===== config.mk =====
export PLATFORM = sky130hd
export DESIGN_NAME = stopwatch_sequencer
export DESIGN_NICKNAME = d
export VERILOG_FILES = /design/src/rtl/stopwatch_sequencer_pkg.sv /design/src/rtl/stopwatch_sequencer_button_conditioner.sv /design/src/rtl/stopwatch_sequencer.sv
export SDC_FILE = /design/constraint.sdc
export NUM_CORES = 1
export LEC_CHECK = 0
export ABC_AREA = 1
export CAP_MARGIN = 20
export CORE_MARGIN = 5
export CORE_UTILIZATION = 45
export DETAILED_ROUTE_END_ITERATION = 8
export DONT_BUFFER_PORTS = 1
export PLACE_DENSITY_LB_ADDON = 0.15
export SLEW_MARGIN = 20
export SYNTH_ARGS = -nofsm -noshare
export SYNTH_HDL_FRONTEND = slang
export SYNTH_SLANG_ARGS = --single-unit

===== constraint.sdc =====
create_clock -name qzt_clk -period 2.59 [get_ports qzt_clk]
set_input_delay 0.259 -clock qzt_clk [delete_from_list [all_inputs] [get_ports qzt_clk]]
set_output_delay 0.259 -clock qzt_clk [all_outputs]
set_load 0.02 [all_outputs]

===== src/rtl/stopwatch_sequencer_pkg.sv =====
// ---------------------------------------------------------------------------
// stopwatch_sequencer_pkg
// Shared definitions for the lab stopwatch control block and the display
// block: FSM state encodings, default timing constants and small helpers.
// No ports (package).
// ---------------------------------------------------------------------------
package stopwatch_sequencer_pkg;

  // Encodings 5..7 are unused; the FSM steers them back to ST_CLEAR.
  typedef enum logic [2:0] {
    ST_CLEAR   = 3'd0,
    ST_IDLE    = 3'd1,
    ST_RUN     = 3'd2,
    ST_LAP     = 3'd3,
    ST_STOPPED = 3'd4
  } state_t;

  // 20 ms debounce lockout and 100 Hz count tick at a 50 MHz qzt_clk.
  localparam int DEFAULT_DEBOUNCE_CYCLES  = 1000000;
  localparam int DEFAULT_TICK_DIV         = 500000;
  localparam bit DEFAULT_STOP_ON_OVERFLOW = 1'b1;

  // States in which the counter chain advances.
  function automatic logic is_counting(input state_t s);
    return (s == ST_RUN) || (s == ST_LAP);
  endfunction

  // Bits needed to hold the values 0 .. n-1 (at least one bit).
  function automatic int counter_width(input int n);
    return (n > 1) ? $clog2(n) : 1;
  endfunction

endpackage


===== src/rtl/stopwatch_sequencer_button_conditioner.sv =====
// ---------------------------------------------------------------------------
// stopwatch_sequencer_button_conditioner
// Turns one raw, asynchronous push-button pin into a single-cycle press
// pulse: 2-FF synchroniser, rising-edge detect, and a lockout counter that
// drops every further edge for DEBOUNCE_CYCLES cycles after an accepted one.
// Ports:
//   qzt_clk  in  system clock
//   reset    in  asynchronous active-high reset
//   pin      in  raw button level, asynchronous to qzt_clk
//   press    out registered 1-cycle pulse per accepted press
// ---------------------------------------------------------------------------
module stopwatch_sequencer_button_conditioner
  import stopwatch_sequencer_pkg::*;
#(
  parameter int DEBOUNCE_CYCLES = DEFAULT_DEBOUNCE_CYCLES
) (
  input  logic qzt_clk,
  input  logic reset,
  input  logic pin,
  output logic press
);

  localparam int LW = counter_width(DEBOUNCE_CYCLES);
  localparam logic [LW-1:0] LOCKOUT_LOAD = LW'(DEBOUNCE_CYCLES - 1);

  logic          sync1_reg;
  logic          sync2_reg;
  logic          level_reg;   // previous synchronised level, for edge detect
  logic [LW-1:0] lockout_reg;
  logic          press_reg;
  logic          rise;

  assign rise = sync2_reg & ~level_reg;

  // The accepting cycle itself counts as the first lockout cycle, hence the
  // load of DEBOUNCE_CYCLES-1.
  always_ff @(posedge qzt_clk or posedge reset) begin
    if (reset) begin
      sync1_reg   <= 1'b0;
      sync2_reg   <= 1'b0;
      level_reg   <= 1'b0;
      lockout_reg <= '0;
      press_reg   <= 1'b0;
    end else begin
      sync1_reg <= pin;
      sync2_reg <= sync1_reg;
      level_reg <= sync2_reg;
      press_reg <= 1'b0;
      if (rise && (lockout_reg == '0)) begin
        press_reg   <= 1'b1;
        lockout_reg <= LOCKOUT_LOAD;
      end else if (lockout_reg != '0) begin
        lockout_reg <= lockout_reg - LW'(1);
      end
    end
  end

  assign press = press_reg;

endmodule


===== src/rtl/stopwatch_sequencer.sv =====
// ---------------------------------------------------------------------------
// stopwatch_sequencer
// Control FSM for the lab stopwatch datapath (BCD counter chain, lap latch,
// display). Conditions both buttons, generates the gated count tick from
// qzt_clk, drives the counter-chain clear and the lap-latch hold, and
// watches the top-stage carry for overflow. Holds no time digits.
// Ports:
//   qzt_clk         in   system clock, the only clock
//   reset           in   asynchronous active-high reset
//   btn_start_stop  in   raw push-button (asynchronous)
//   btn_lap_clear   in   raw push-button (asynchronous)
//   top_carry       in   carry out of the most-significant counter stage
//   count_tick      out  1-cycle pulse advancing the counter chain
//   counter_reset   out  1-cycle synchronous clear to the counter chain
//   hold_flag       out  1 = lap latch frozen
//   running         out  1 in RUN and LAP
//   overflow        out  sticky overflow indicator, cleared in CLEAR
// All outputs are registered; each is computed from the next state so it
// changes on the same edge as the FSM.
// ---------------------------------------------------------------------------
module stopwatch_sequencer
  import stopwatch_sequencer_pkg::*;
#(
  parameter int DEBOUNCE_CYCLES  = DEFAULT_DEBOUNCE_CYCLES,
  parameter int TICK_DIV         = DEFAULT_TICK_DIV,
  parameter bit STOP_ON_OVERFLOW = DEFAULT_STOP_ON_OVERFLOW
) (
  input  logic qzt_clk,
  input  logic reset,
  input  logic btn_start_stop,
  input  logic btn_lap_clear,
  input  logic top_carry,
  output logic count_tick,
  output logic counter_reset,
  output logic hold_flag,
  output logic running,
  output logic overflow
);

  localparam int PW = counter_width(TICK_DIV);
  localparam logic [PW-1:0] TICK_LAST = PW'(TICK_DIV - 1);

  state_t        state_reg, state_next;
  logic [PW-1:0] prescaler_reg, prescaler_next;
  logic          overflow_reg, overflow_next;
  logic          count_tick_reg, count_tick_next;
  logic          counter_reset_reg;
  logic          hold_flag_reg;
  logic          running_reg;
  logic          carry_prev_reg;
  logic          carry_rise;
  logic          ss_press;
  logic          lc_press;

  stopwatch_sequencer_button_conditioner #(
    .DEBOUNCE_CYCLES(DEBOUNCE_CYCLES)
  ) u_start_stop (
    .qzt_clk (qzt_clk),
    .reset   (reset),
    .pin     (btn_start_stop),
    .press   (ss_press)
  );

  stopwatch_sequencer_button_conditioner #(
    .DEBOUNCE_CYCLES(DEBOUNCE_CYCLES)
  ) u_lap_clear (
    .qzt_clk (qzt_clk),
    .reset   (reset),
    .pin     (btn_lap_clear),
    .press   (lc_press)
  );

  // top_carry comes from the counter chain in this clock domain, so a single
  // registered compare is enough.
  assign carry_rise = top_carry & ~carry_prev_reg;

  always_comb begin
    state_next      = state_reg;
    overflow_next   = overflow_reg;
    prescaler_next  = prescaler_reg;
    count_tick_next = 1'b0;

    // start_stop is tested first everywhere, so a same-cycle lap_clear press
    // is simply dropped.
    case (state_reg)
      ST_CLEAR:   state_next = ST_IDLE;
      ST_IDLE:    if (ss_press) state_next = ST_RUN;
      ST_RUN:     if (ss_press) state_next = ST_STOPPED;
                  else if (lc_press) state_next = ST_LAP;
      ST_LAP:     if (ss_press) state_next = ST_STOPPED;
                  else if (lc_press) state_next = ST_RUN;
      ST_STOPPED: if (ss_press) state_next = ST_RUN;
                  else if (lc_press) state_next = ST_CLEAR;
      default:    state_next = ST_CLEAR;
    endcase

    // Overflow overrides any button decision made above.
    if (is_counting(state_reg) && carry_rise) begin
      overflow_next = 1'b1;
      if (STOP_ON_OVERFLOW) begin
        state_next = ST_STOPPED;
      end
    end

    // The prescaler only advances in cycles that stay inside RUN/LAP, so no
    // tick is ever emitted on the edge that leaves RUN/LAP, and the entry
    // edge does not advance it either. A stopped prescaler keeps its phase.
    if ((state_reg == ST_CLEAR) || (state_next == ST_CLEAR)) begin
      prescaler_next = '0;
      overflow_next  = 1'b0;
    end else if (is_counting(state_reg) && is_counting(state_next)) begin
      if (prescaler_reg == TICK_LAST) begin
        prescaler_next  = '0;
        count_tick_next = 1'b1;
      end else begin
        prescaler_next = prescaler_reg + PW'(1);
      end
    end
  end

  always_ff @(posedge qzt_clk or posedge reset) begin
    if (reset) begin
      state_reg         <= ST_CLEAR;
      prescaler_reg     <= '0;
      overflow_reg      <= 1'b0;
      count_tick_reg    <= 1'b0;
      counter_reset_reg <= 1'b1;
      hold_flag_reg     <= 1'b0;
      running_reg       <= 1'b0;
      carry_prev_reg    <= 1'b0;
    end else begin
      state_reg         <= state_next;
      prescaler_reg     <= prescaler_next;
      overflow_reg      <= overflow_next;
      count_tick_reg    <= count_tick_next;
      counter_reset_reg <= (state_next == ST_CLEAR);
      hold_flag_reg     <= (state_next == ST_LAP);
      running_reg       <= is_counting(state_next);
      carry_prev_reg    <= top_carry;
    end
  end

  assign count_tick    = count_tick_reg;
  assign counter_reset = counter_reset_reg;
  assign hold_flag     = hold_flag_reg;
  assign running       = running_reg;
  assign overflow      = overflow_reg;

endmodule

==> images/m1.png <==
Bar = 20 microns. Supply wires on this layer in grey.
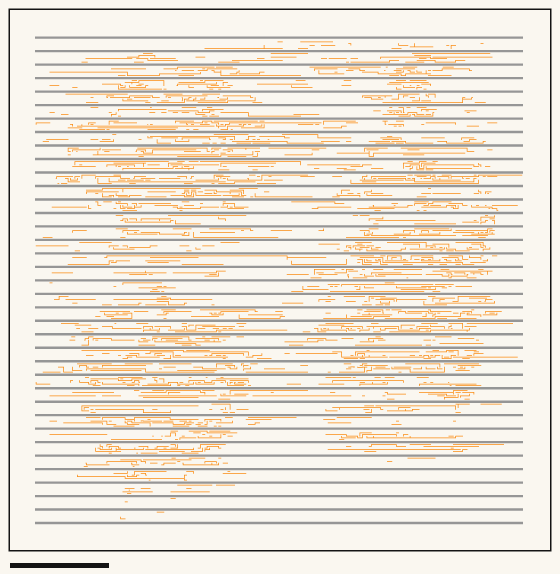
The layer carries 4650 microns of wire. The longest straight run is 36.3 microns. The layer holds 49% of the routed length. 599 nets have wire on it. The wires run mostly horizontal.
wire length reported by the detailed router: 9530 microns
total vias in the final route: 3864
met1 Use GR: 0.252

==> images/m2.png <==
Bar = 20 microns.
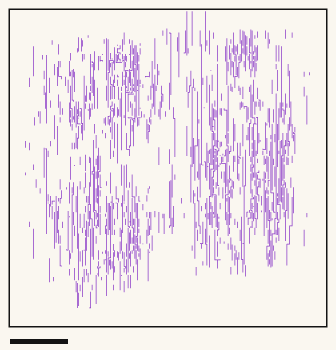
509 nets have wire on it. The layer holds 45% of the routed length. The longest straight run is 43.0 microns.
met2 usage: 0.279

==> images/congestion_map.png <==
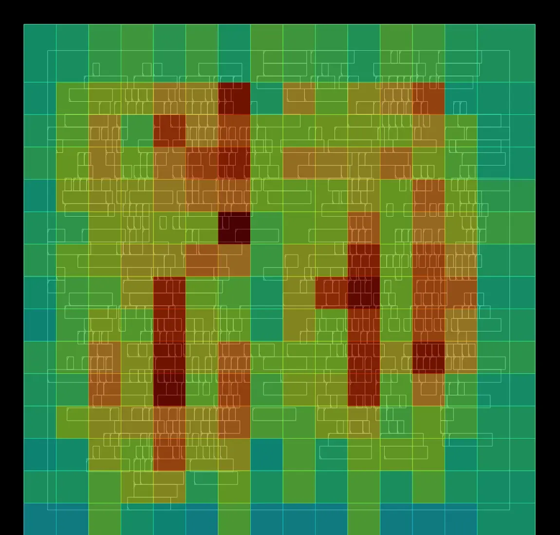
DR WL/cell: 12.4 microns
global routing usage on met3: 0.0255

==> images/m3.png <==
Cells faint in the background.
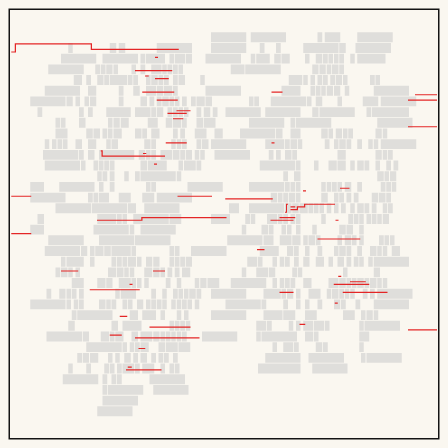
39 nets have wire on it. The layer holds 3.4% of the routed length.

==> out/metrics.yaml <==
status:
  run_status: "finished clean"
synthesis:
  synthXorXnorAreaFrac: 0.0417
  ys_ff: 76
  floorplan.nets: 626
  topCombFamilyByArea: "simple AND/OR/NAND/NOR gates"
  synth.top_cells.by_area: "dfrtp_1 43%, nand2_1 13%, nor2_1 10%"
  largest_area_cell: "dfrtp_1"
  yosysWarningCount: 0
sta:
  fmax_mhz: 523
  period_needed_ns: 1.91
  setup_viol: 0
  tightestPinTransition_ns: 0.629
  slew-limit-headroom: 0.580
power:
  clock_power_share: 0.210
  comb_power_share: 0.369
  power_combinational_uw: 1640
  swShare: 0.429
  seqPwrFrac: 0.421
finish:
  finish.utilization: 0.499
  non_clock_buffer_count: 8
  fin_cells: 769
  seq_area_sq_um: 1900
  relative_area_change_from_synthesis_to_final_layout_pct: 9.15
  fillers: 953
drt:
  detailedRoute.firstIterationViolations: 204
  dr.pass1.iters: 4
  met3_wirelength_microns: 326
  avg_vias_per_cell: 5.02
  met2_wirelength_microns: 4300
clock_network:
  cts_max_level: 3
  cts.sink_count: 76
  cts_inserted_buffers: 9
  cts_repair_resize_count: 0
  cts.repair_timing.setup_buffer_count: 0
  cts.reportedPaths.clkPinSlew_ns: 0.08
floorplanning:
  design.portCount: 10
  floorplan.core_util: 0.457
setup_path:
  reg2reg_slack_ns: 0.68
  endpoint_kind: "flop"
  critPathMostFrequentCell: "inv_1"
  critical_path.top_delay_family: "simple AND/OR/NAND/NOR gates"
  critical-path-max-stage-delay_ns: 0.38
placement:
  placement.setup.worst_slack_ns: 0.697
  numPlacedInstances: 749
min_path:
  worst_hold_path.num_cells: 4
grt:
  grt_util_overall: 0.182
  sum_of_overflow_across_all_layers_after_global_routing: 0
Power and IR drop assume default switching activity.
